[config.mk]
export PLATFORM = sky130hd
export DESIGN_NAME = store_write_buffer_flat
export DESIGN_NICKNAME = d
export VERILOG_FILES = /design/src/rtl/store_write_buffer_if.sv /design/src/rtl/store_write_buffer.sv /design/src/flat_wrapper.sv
export SDC_FILE = /design/constraint.sdc
export NUM_CORES = 1
export LEC_CHECK = 0
export CAP_MARGIN = 20
export CORE_ASPECT_RATIO = 2
export CORE_MARGIN = 4
export CORE_UTILIZATION = 64
export CTS_BUF_LIST = sky130_fd_sc_hd__clkbuf_4 sky130_fd_sc_hd__clkbuf_8
export DETAILED_ROUTE_END_ITERATION = 8
export PLACE_DENSITY = 0.9
export SKIP_LAST_GASP = 1
export SYNTH_ARGS = -nofsm -noshare
export SYNTH_HDL_FRONTEND = slang
export SYNTH_SLANG_ARGS = --single-unit
[constraint.sdc]
create_clock -name clock -period 5.5 [get_ports clock]
set_input_delay 0.55 -clock clock [delete_from_list [all_inputs] [get_ports clock]]
set_output_delay 0.55 -clock clock [all_outputs]
set_load 0.05 [all_outputs]
[src/rtl/store_write_buffer_if.sv]
// Store-port and memory-request bundle for store_write_buffer.
// The master side is the core/memory environment; the slave side is the buffer.
interface store_write_buffer_if #(
    parameter int unsigned DEPTH = 4,
    parameter int unsigned AW    = 32,
    parameter int unsigned DW    = 32
);
    localparam int unsigned CW = $clog2(DEPTH) + 1;

    logic          memwrite;
    logic [AW-1:0] dataadr;
    logic [DW-1:0] writedata;
    logic          stall;
    logic          load_en;
    logic [AW-1:0] load_addr;
    logic          fwd_hit;
    logic [DW-1:0] fwd_data;
    logic          mem_req_valid;
    logic          mem_req_ready;
    logic [AW-1:0] mem_req_addr;
    logic [DW-1:0] mem_req_data;
    logic [CW-1:0] count;
    logic          empty;
    logic          full;

    modport master (
        output memwrite, dataadr, writedata, load_en, load_addr, mem_req_ready,
        input  stall, fwd_hit, fwd_data, mem_req_valid, mem_req_addr, mem_req_data,
        input  count, empty, full
    );

    modport slave (
        input  memwrite, dataadr, writedata, load_en, load_addr, mem_req_ready,
        output stall, fwd_hit, fwd_data, mem_req_valid, mem_req_addr, mem_req_data,
        output count, empty, full
    );
endinterface

[src/rtl/store_write_buffer.sv]
// Circular store buffer between the Datapath store port and data memory,
// draining over valid/ready with word-granular store-to-load forwarding.
module store_write_buffer #(
    parameter int unsigned DEPTH = 4,
    parameter int unsigned AW    = 32,
    parameter int unsigned DW    = 32
) (
    input  logic                clock,
    input  logic                clear_n,
    store_write_buffer_if.slave bus
);
    localparam int unsigned PW = $clog2(DEPTH);
    localparam int unsigned CW = PW + 1;
    localparam logic [AW-1:0] WORD_MASK = ~AW'(3);

    logic [AW-1:0] addr_q [DEPTH];
    logic [DW-1:0] data_q [DEPTH];
    logic [PW-1:0] wr_ptr;
    logic [PW-1:0] rd_ptr;
    logic [CW-1:0] count_q;

    logic full_w;
    logic empty_w;
    logic enq;
    logic deq;

    assign full_w  = (count_q == CW'(DEPTH));
    assign empty_w = (count_q == '0);
    // Full blocks the store even if the head drains on the same edge.
    assign enq     = bus.memwrite & ~full_w;
    assign deq     = ~empty_w & bus.mem_req_ready;

    always_ff @(posedge clock or negedge clear_n) begin
        if (!clear_n) begin
            for (int unsigned i = 0; i < DEPTH; i++) begin
                addr_q[i] <= '0;
                data_q[i] <= '0;
            end
            wr_ptr  <= '0;
            rd_ptr  <= '0;
            count_q <= '0;
        end else begin
            if (enq) begin
                addr_q[wr_ptr] <= bus.dataadr;
                data_q[wr_ptr] <= bus.writedata;
                wr_ptr         <= wr_ptr + PW'(1);
            end
            if (deq) begin
                rd_ptr <= rd_ptr + PW'(1);
            end
            count_q <= count_q + CW'(enq) - CW'(deq);
        end
    end

    assign bus.stall         = bus.memwrite & full_w;
    assign bus.mem_req_valid = ~empty_w;
    assign bus.mem_req_addr  = addr_q[rd_ptr];
    assign bus.mem_req_data  = data_q[rd_ptr];
    assign bus.count         = count_q;
    assign bus.empty         = empty_w;
    assign bus.full          = full_w;

    // Walk occupied entries oldest to youngest so the youngest match wins.
    always_comb begin
        logic [PW-1:0] idx;
        bus.fwd_hit  = 1'b0;
        bus.fwd_data = '0;
        idx          = '0;
        if (bus.load_en) begin
            for (int unsigned i = 0; i < DEPTH; i++) begin
                idx = rd_ptr + PW'(i);
                if ((CW'(i) < count_q) &&
                    (((bus.load_addr ^ addr_q[idx]) & WORD_MASK) == '0)) begin
                    bus.fwd_hit  = 1'b1;
                    bus.fwd_data = data_q[idx];
                end
            end
        end
    end
endmodule

[src/flat_wrapper.sv]
// flat-port wrapper written by rule: the top's interface ports become plain ports
module store_write_buffer_flat 
#(
    parameter int unsigned DEPTH = 4,
    parameter int unsigned AW    = 32,
    parameter int unsigned DW    = 32
)
  (clock, clear_n, bus_memwrite, bus_dataadr, bus_writedata, bus_load_en, bus_load_addr, bus_mem_req_ready, bus_stall, bus_fwd_hit, bus_fwd_data, bus_mem_req_valid, bus_mem_req_addr, bus_mem_req_data, bus_count, bus_empty, bus_full);
  store_write_buffer_if #(.DEPTH(DEPTH), .AW(AW), .DW(DW)) bus_i ();
  input  logic clock;
  input  logic clear_n;
  input wire logic [$bits(bus_i.memwrite)-1:0] bus_memwrite;
  input wire logic [$bits(bus_i.dataadr)-1:0] bus_dataadr;
  input wire logic [$bits(bus_i.writedata)-1:0] bus_writedata;
  input wire logic [$bits(bus_i.load_en)-1:0] bus_load_en;
  input wire logic [$bits(bus_i.load_addr)-1:0] bus_load_addr;
  input wire logic [$bits(bus_i.mem_req_ready)-1:0] bus_mem_req_ready;
  output wire logic [$bits(bus_i.stall)-1:0] bus_stall;
  output wire logic [$bits(bus_i.fwd_hit)-1:0] bus_fwd_hit;
  output wire logic [$bits(bus_i.fwd_data)-1:0] bus_fwd_data;
  output wire logic [$bits(bus_i.mem_req_valid)-1:0] bus_mem_req_valid;
  output wire logic [$bits(bus_i.mem_req_addr)-1:0] bus_mem_req_addr;
  output wire logic [$bits(bus_i.mem_req_data)-1:0] bus_mem_req_data;
  output wire logic [$bits(bus_i.count)-1:0] bus_count;
  output wire logic [$bits(bus_i.empty)-1:0] bus_empty;
  output wire logic [$bits(bus_i.full)-1:0] bus_full;
  assign bus_i.memwrite = bus_memwrite;
  assign bus_i.dataadr = bus_dataadr;
  assign bus_i.writedata = bus_writedata;
  assign bus_i.load_en = bus_load_en;
  assign bus_i.load_addr = bus_load_addr;
  assign bus_i.mem_req_ready = bus_mem_req_ready;
  assign bus_stall = bus_i.stall;
  assign bus_fwd_hit = bus_i.fwd_hit;
  assign bus_fwd_data = bus_i.fwd_data;
  assign bus_mem_req_valid = bus_i.mem_req_valid;
  assign bus_mem_req_addr = bus_i.mem_req_addr;
  assign bus_mem_req_data = bus_i.mem_req_data;
  assign bus_count = bus_i.count;
  assign bus_empty = bus_i.empty;
  assign bus_full = bus_i.full;
  store_write_buffer #(.DEPTH(DEPTH), .AW(AW), .DW(DW)) u_core (.clock(clock), .clear_n(clear_n), .bus(bus_i));
endmodule
**Run 1: routed clock nets over the placement**

Drawn at 1.5 px/µm.
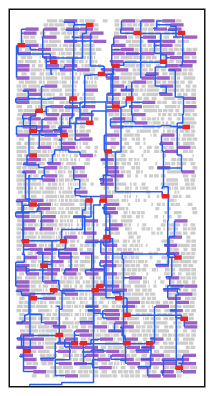
[flip-flops] purple | count: 263
[clock wires] blue | length: 3880 µm
[cells driving clock nets] red | count: 41
routed clock nets: 42

**Run 1: cells colored by class**

Drawn at 1.5 px/µm.
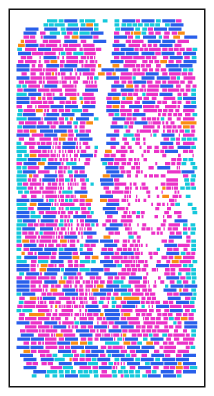
| class | color | cells | share of their area |
|---|---|---|---|
| all other logic | magenta | 1109 | 53% |
| clock drivers and dummy loads | orange | 75 | 4.3% |
| other buffers and delay cells | cyan | 250 | 13% |
| flip-flops | blue | 263 | 30% |

==> run notes, run 1 <==
Here are the numbers from the latest Yosys + OpenROAD run.

According to the finish report, the design has a final net count of approximately 1800. The worst register-to-register path depth is 5. The number of DRC markers in iteration 0 came out at 1576. The core utilization at floorplan came out at 0.651. The placement stage leaves a total instance area of 21300 µm². The largest stage delay on the critical path is roughly 0.76 ns.

In the layout the commonest cells are mux2_2, dfrtp_1, clkdlybuf4s50_1, mux4_2, mux2i_1. The required time at the worst endpoint is listed as between 4 and 5 ns. The mapped netlist covers 18800 µm². TritonCTS built the clock tree. The number of antenna violations at the first check in global routing came out at 6.

The sequential cell area fraction in the yosys report came out at 0.349. The yosys synthesis warning count came out at 0. The count of hold-fix buffers inserted at cts is 0. The area added between synthesis and finish came out at 18.8%. The post-route fraction of the period consumed by the critical path is 0.986.

Setup slack closes at 0.0782 ns. The yosys cell count is 1515. The run finished with clean final reports.

In the final layout, the share of cells above drive strength 1 is 0.365. The DRC violations left is 0. The number of setup violations in the final report came out at 0. The net count after synthesis is between 1500 and 2000. The dominant logic cell type in the layout is mux2_2.
**Run 1: placed standard cells**

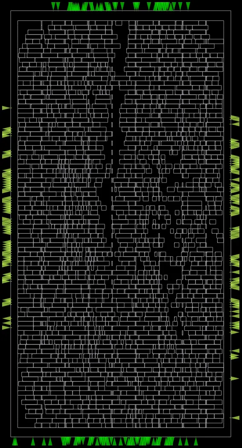
number of standard cells in the layout, taps in and fillers out: 2063
tap cell count: 360
area of the core region: 29000 µm²
Post-Route Utilization: 0.773
fill cell count: 1747

**Run 1: register map, names as in the netlist**

Drawn at 1.5 px/µm. Other sequential cells in the stronger gray, the rest of the logic in the fainter gray.
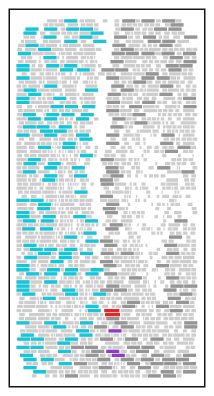
| signal | color | placed flops |
|---|---|---|
| `u_core.rd_ptr` | red | 2 |
| `u_core.bus.count` | purple | 3 |
| `u_core.data_q` | cyan | 128 |
not colored: 130
proportion of cell area occupied by registers: 0.294
storage element area: 6590 µm²
Sequential Power: 4.17 mW

run 1: cell type report:
type,count,area [µm²],share of cell area
Antenna cell,6,15.0,0.000670
Clock buffer,63,811,0.0362
Clock inverter,12,143,0.00637
Inverter,17,63.8,0.00285
Multi-Input combinational cell,1092,11500,0.514
Sequential cell,263,6590,0.294
Tap cell,360,450,0.0201
Timing Repair Buffer,250,2800,0.125
run 1: cells by family after synthesis:
family | Yosys count | synth area share
XOR/XNOR | 111 | 0.0516
flip-flops | 263 | 0.349
AND/OR/NAND/NOR | 213 | 0.0555
multiplexers | 552 | 0.414
AND-OR/OR-AND | 207 | 0.0795
adder cells (fa/ha/maj) | 9 | 0.00637
buffers and inverters | 160 | 0.0438
run 1: layer usage:
layer	vias up	GRT usage	share of wire
li1	6183	-	-
met3	330	0.0647	0.074
met2	1062	0.659	0.52
met5	-	0	0
met4	0	0.269	0.088
met1	7703	0.424	0.32
run 1: cell usage after synthesis, drive strengths merged, types with 25 or more instances:
cell type,number
dfrtp,263
a21oi,49
nor3,33
mux4,153
xor2,39
buf,72
o21ai,25
xnor2,72
nor2,47
mux2,284
mux2i,115
o211ai,33
clkbuf,71
nand2,62
run 1: report_power, final:
part	switching [mW]	internal (mW)	leakage, nW
clock network	0.846	1.09	0.496
logic	6.21	5.09	5.12
registers	1.23	2.95	3.12
run 1: worst max path at each step:
stage | to | slack, ns | depth (start not counted)
floorplan | bus_fwd_data[19] | 0.74 | 14
global placement | bus_fwd_data[18] | 0.70 | 10
detailed placement | bus_fwd_data[2] | 0.68 | 11
CTS | bus_fwd_data[24] | 0.02 | 11
global route | bus_fwd_data[24] | 0.00009 | 12
finish | bus_fwd_data[24] | 0.08 | 11
run 1: through the flow:
stage                     hold slack [ns]  total power, mW
after global routing                0.130             18.0
after floorplan                     0.254             11.9
after CTS                          0.0957             17.1
after detailed placement            0.493             15.0
after global placement              0.481             14.7
final                              0.0658             17.4
run 1: registers in the layout, summed over array words and instances, names as in the netlist:
register,count
u_core.bus.count,3
u_core.rd_ptr,2
u_core.wr_ptr,2
u_core.data_q,128
u_core.addr_q,128
run 1: critical path: cells and delay by family, from the launching register on:
family / cells / cell delay, ns
compound gates: 4 / 1.95
mux: 2 / 0.61
buf+inv: 3 / 0.70
simple gates: 2 / 0.41
flops: 1 / 0.58
run 1: timing repair:
item,in CTS,in global routing
setup endpoints to repair,0,33
gates resized,0,11
buffers inserted,0,3
**Run 1: wires at chosen ports, followed through buffers**

Drawn at 2 px/µm.
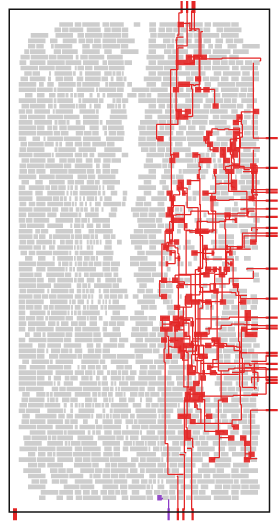

==> run 2: changes to the inputs <==
--- a/config.mk
+++ b/config.mk
@@ -5,7 +5,6 @@
 export SDC_FILE = /design/constraint.sdc
 export NUM_CORES = 1
 export LEC_CHECK = 0
-export CAP_MARGIN = 20
 export CORE_ASPECT_RATIO = 2
 export CORE_MARGIN = 4
 export CORE_UTILIZATION = 64
**Run 2: wires at chosen ports, followed through buffers**

Drawn at 2 px/µm.
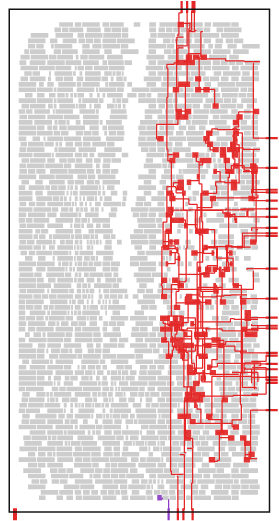
| port | color | direction | end cells | buffers | wire |
|---|---|---|---|---|---|
| `bus_stall` | purple | output | 1 | 1 | 6.80 µm |
| `bus_load_addr` | red | input | 168 | 33 | 3310 µm |

==> run 2 against run 1 <==
Effect of this change: via count down 0.56%; worst setup slack better by 0.0050 ns; clock skew is 0.00052 ns higher; largest cell class unchanged; final cell count about the same; non-clock buffer count down 1; critical path depth unchanged; design area shrank 0.12%; synthesized cell count is the same; total power is essentially flat; routed wire length down 0.22%; sequential cell count did not move.
==> run notes, run 2 <==
Here are the numbers from the latest Yosys + OpenROAD run.

The power report lists cell-internal power as 9.11 mW. The proportion of power drawn by flip-flops and latches came out at 0.240. In this run, the synthesized area fraction spent on adder and majority cells is recorded as 0.00637.

The sequential cell area fraction in the yosys report came out at 0.349. The share of cells above drive strength 1 is 0.365. For this run, the number of Yosys warnings is 0. The number of antenna violations at the first check in global routing came out at 6. When the netlist entered floorplanning its net count stood at about 1600. The library cells used most frequently in the layout, excluding fill and tap cells, are mux2_2, dfrtp_1, clkdlybuf4s50_1, mux4_2, mux2i_1. The post-route fraction of the period consumed by the critical path came out at 0.985. The net switching power of the design came out at 8.27 mW. Yosys instantiated no cell more often than mux2_2.

The yosys cell count came out at 1515. The clock network fraction of total power is 0.111. The first routing iteration left 1385 violations. The fraction of synthesized cell area in xor and xnor cells is 0.0516. The flow ran to the end, and the final reports show no timing, DRC or antenna violations.

The core utilization at floorplan is 0.651. Yosys reports that the most numerous cell types are mux2_2, dfrtp_1, mux4_2. The area added between synthesis and finish is 18.7%. The mapped cell area is 18800 µm². The number of setup violations in the final report is 0.

The switching fraction of total power came out at 0.476. TritonCTS built the clock tree. The most common logic cell in the final layout is mux2_2. The count of hold-fix buffers inserted at cts came out at 0.

The fill cell instance count of the final layout came out at 1752. Of the total synthesized cell area, the portion taken by AND, OR, NAND and NOR gates is 0.0555. The area inside the core boundary is 29000 µm². Yosys shows that the main logic family after synthesis is multiplexers. The total power consumption of the routed design came out at 17.4 mW. The complex-gate fraction of the synthesized area came out at 0.0795. The post-layout net count came out at around 1800. The combinational share of power came out at 0.649.
**Run 2: placed standard cells**

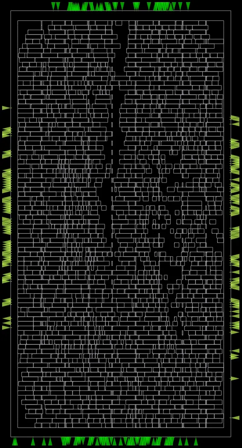
Post-Route Utilization: 0.772
count of flip-flops and latches: 263
number of standard cells in the layout, taps in and fillers out: 2062

[run 2: netlist changes by cell type in the layout (fill, tap and decap cells not counted), sizes merged]
cell  delta
buf      -1
[run 2: worst max-delay path: cells and delay by family (launching register included)]
kind            cells  cell delay, ns
mux                 2            0.60
buf+inv             3            0.70
flops               1            0.58
compound gates      4            1.95
simple gates        2            0.42
[run 2: cell families (layout without fill, tap and decap cells)]
family | Yosys count | count (layout)
multiplexers | 552 | 552
flip-flops | 263 | 263
AND/OR/NAND/NOR | 213 | 213
AND-OR/OR-AND | 207 | 207
buffers and inverters | 160 | 341
XOR/XNOR | 111 | 111
adder cells (fa/ha/maj) | 9 | 9
other | 0 | 6
[run 2: repair_timing]
item,in CTS,in global routing
resized,0,11
setup buffers,0,3
setup endpoints to repair,0,32
[run 2: area by class of cell]
cell class	count	area (µm²)	share of cell area
clock buffer	63	811	0.0362
tap	360	450	0.0201
timing repair buffer	249	2780	0.124
multi-input combinational	1092	11500	0.515
sequential	263	6590	0.295
inverter	17	63.8	0.00285
antenna	6	15.0	0.000671
clock inverter	12	143	0.00638
[run 2: routing by layer]
| layer | global-route usage | part of all wire | vias to the layer above |
|---|---|---|---|
| li1 | - | - | 6180 |
| met1 | 0.424 | 0.31 | 7640 |
| met2 | 0.659 | 0.52 | 1056 |
| met3 | 0.0647 | 0.078 | 316 |
| met4 | 0.269 | 0.087 | 0 |
| met5 | 0 | 0 | - |
[run 2: worst paths after layout]
path | endpoint | startpoint
max in group asynchronous | u_core.data_q[73]$_DFFE_PN0P_ | clear_n
max reg2reg | u_core.data_q[5]$_DFFE_PN0P_ | u_core.bus.count[0]$_DFF_PN0_
max | bus_fwd_data[24] | u_core.rd_ptr[1]$_DFFE_PN0P_
min reg2reg | u_core.addr_q[64]$_DFFE_PN0P_ | u_core.addr_q[64]$_DFFE_PN0P_
min in group clock | u_core.addr_q[64]$_DFFE_PN0P_ | u_core.addr_q[64]$_DFFE_PN0P_
min | u_core.addr_q[105]$_DFFE_PN0P_ | clear_n
[run 2: metrics by stage]
| step | hold WS, ns | util | worst slack, ns | instance area, µm² | instances |
|---|---|---|---|---|---|
| floorplan | 0.254 | - | 0.736 | 18800 | 1515 |
| global placement | 0.481 | 0.736 | 0.704 | 21300 | 1978 |
| detailed placement | 0.493 | 0.736 | 0.684 | 21300 | 1978 |
| CTS | 0.0957 | 0.769 | 0.0223 | 22300 | 2053 |
| global route | 0.131 | 0.772 | 0.0000759 | 22400 | 2062 |
| finish | 0.0643 | 0.772 | 0.0832 | 22400 | 2062 |
[run 2: power groups by stage]
stage	logic, mW	clock network [mW]	registers, mW
finish	11.3	1.93	4.17
global route	11.7	2.03	4.27
CTS	11.0	1.94	4.13
detailed placement	10.9	0	4.13
global placement	10.7	0	3.96
floorplan	8.23	0	3.68
No activity file was given, so power comes from the tool's default toggle rates.
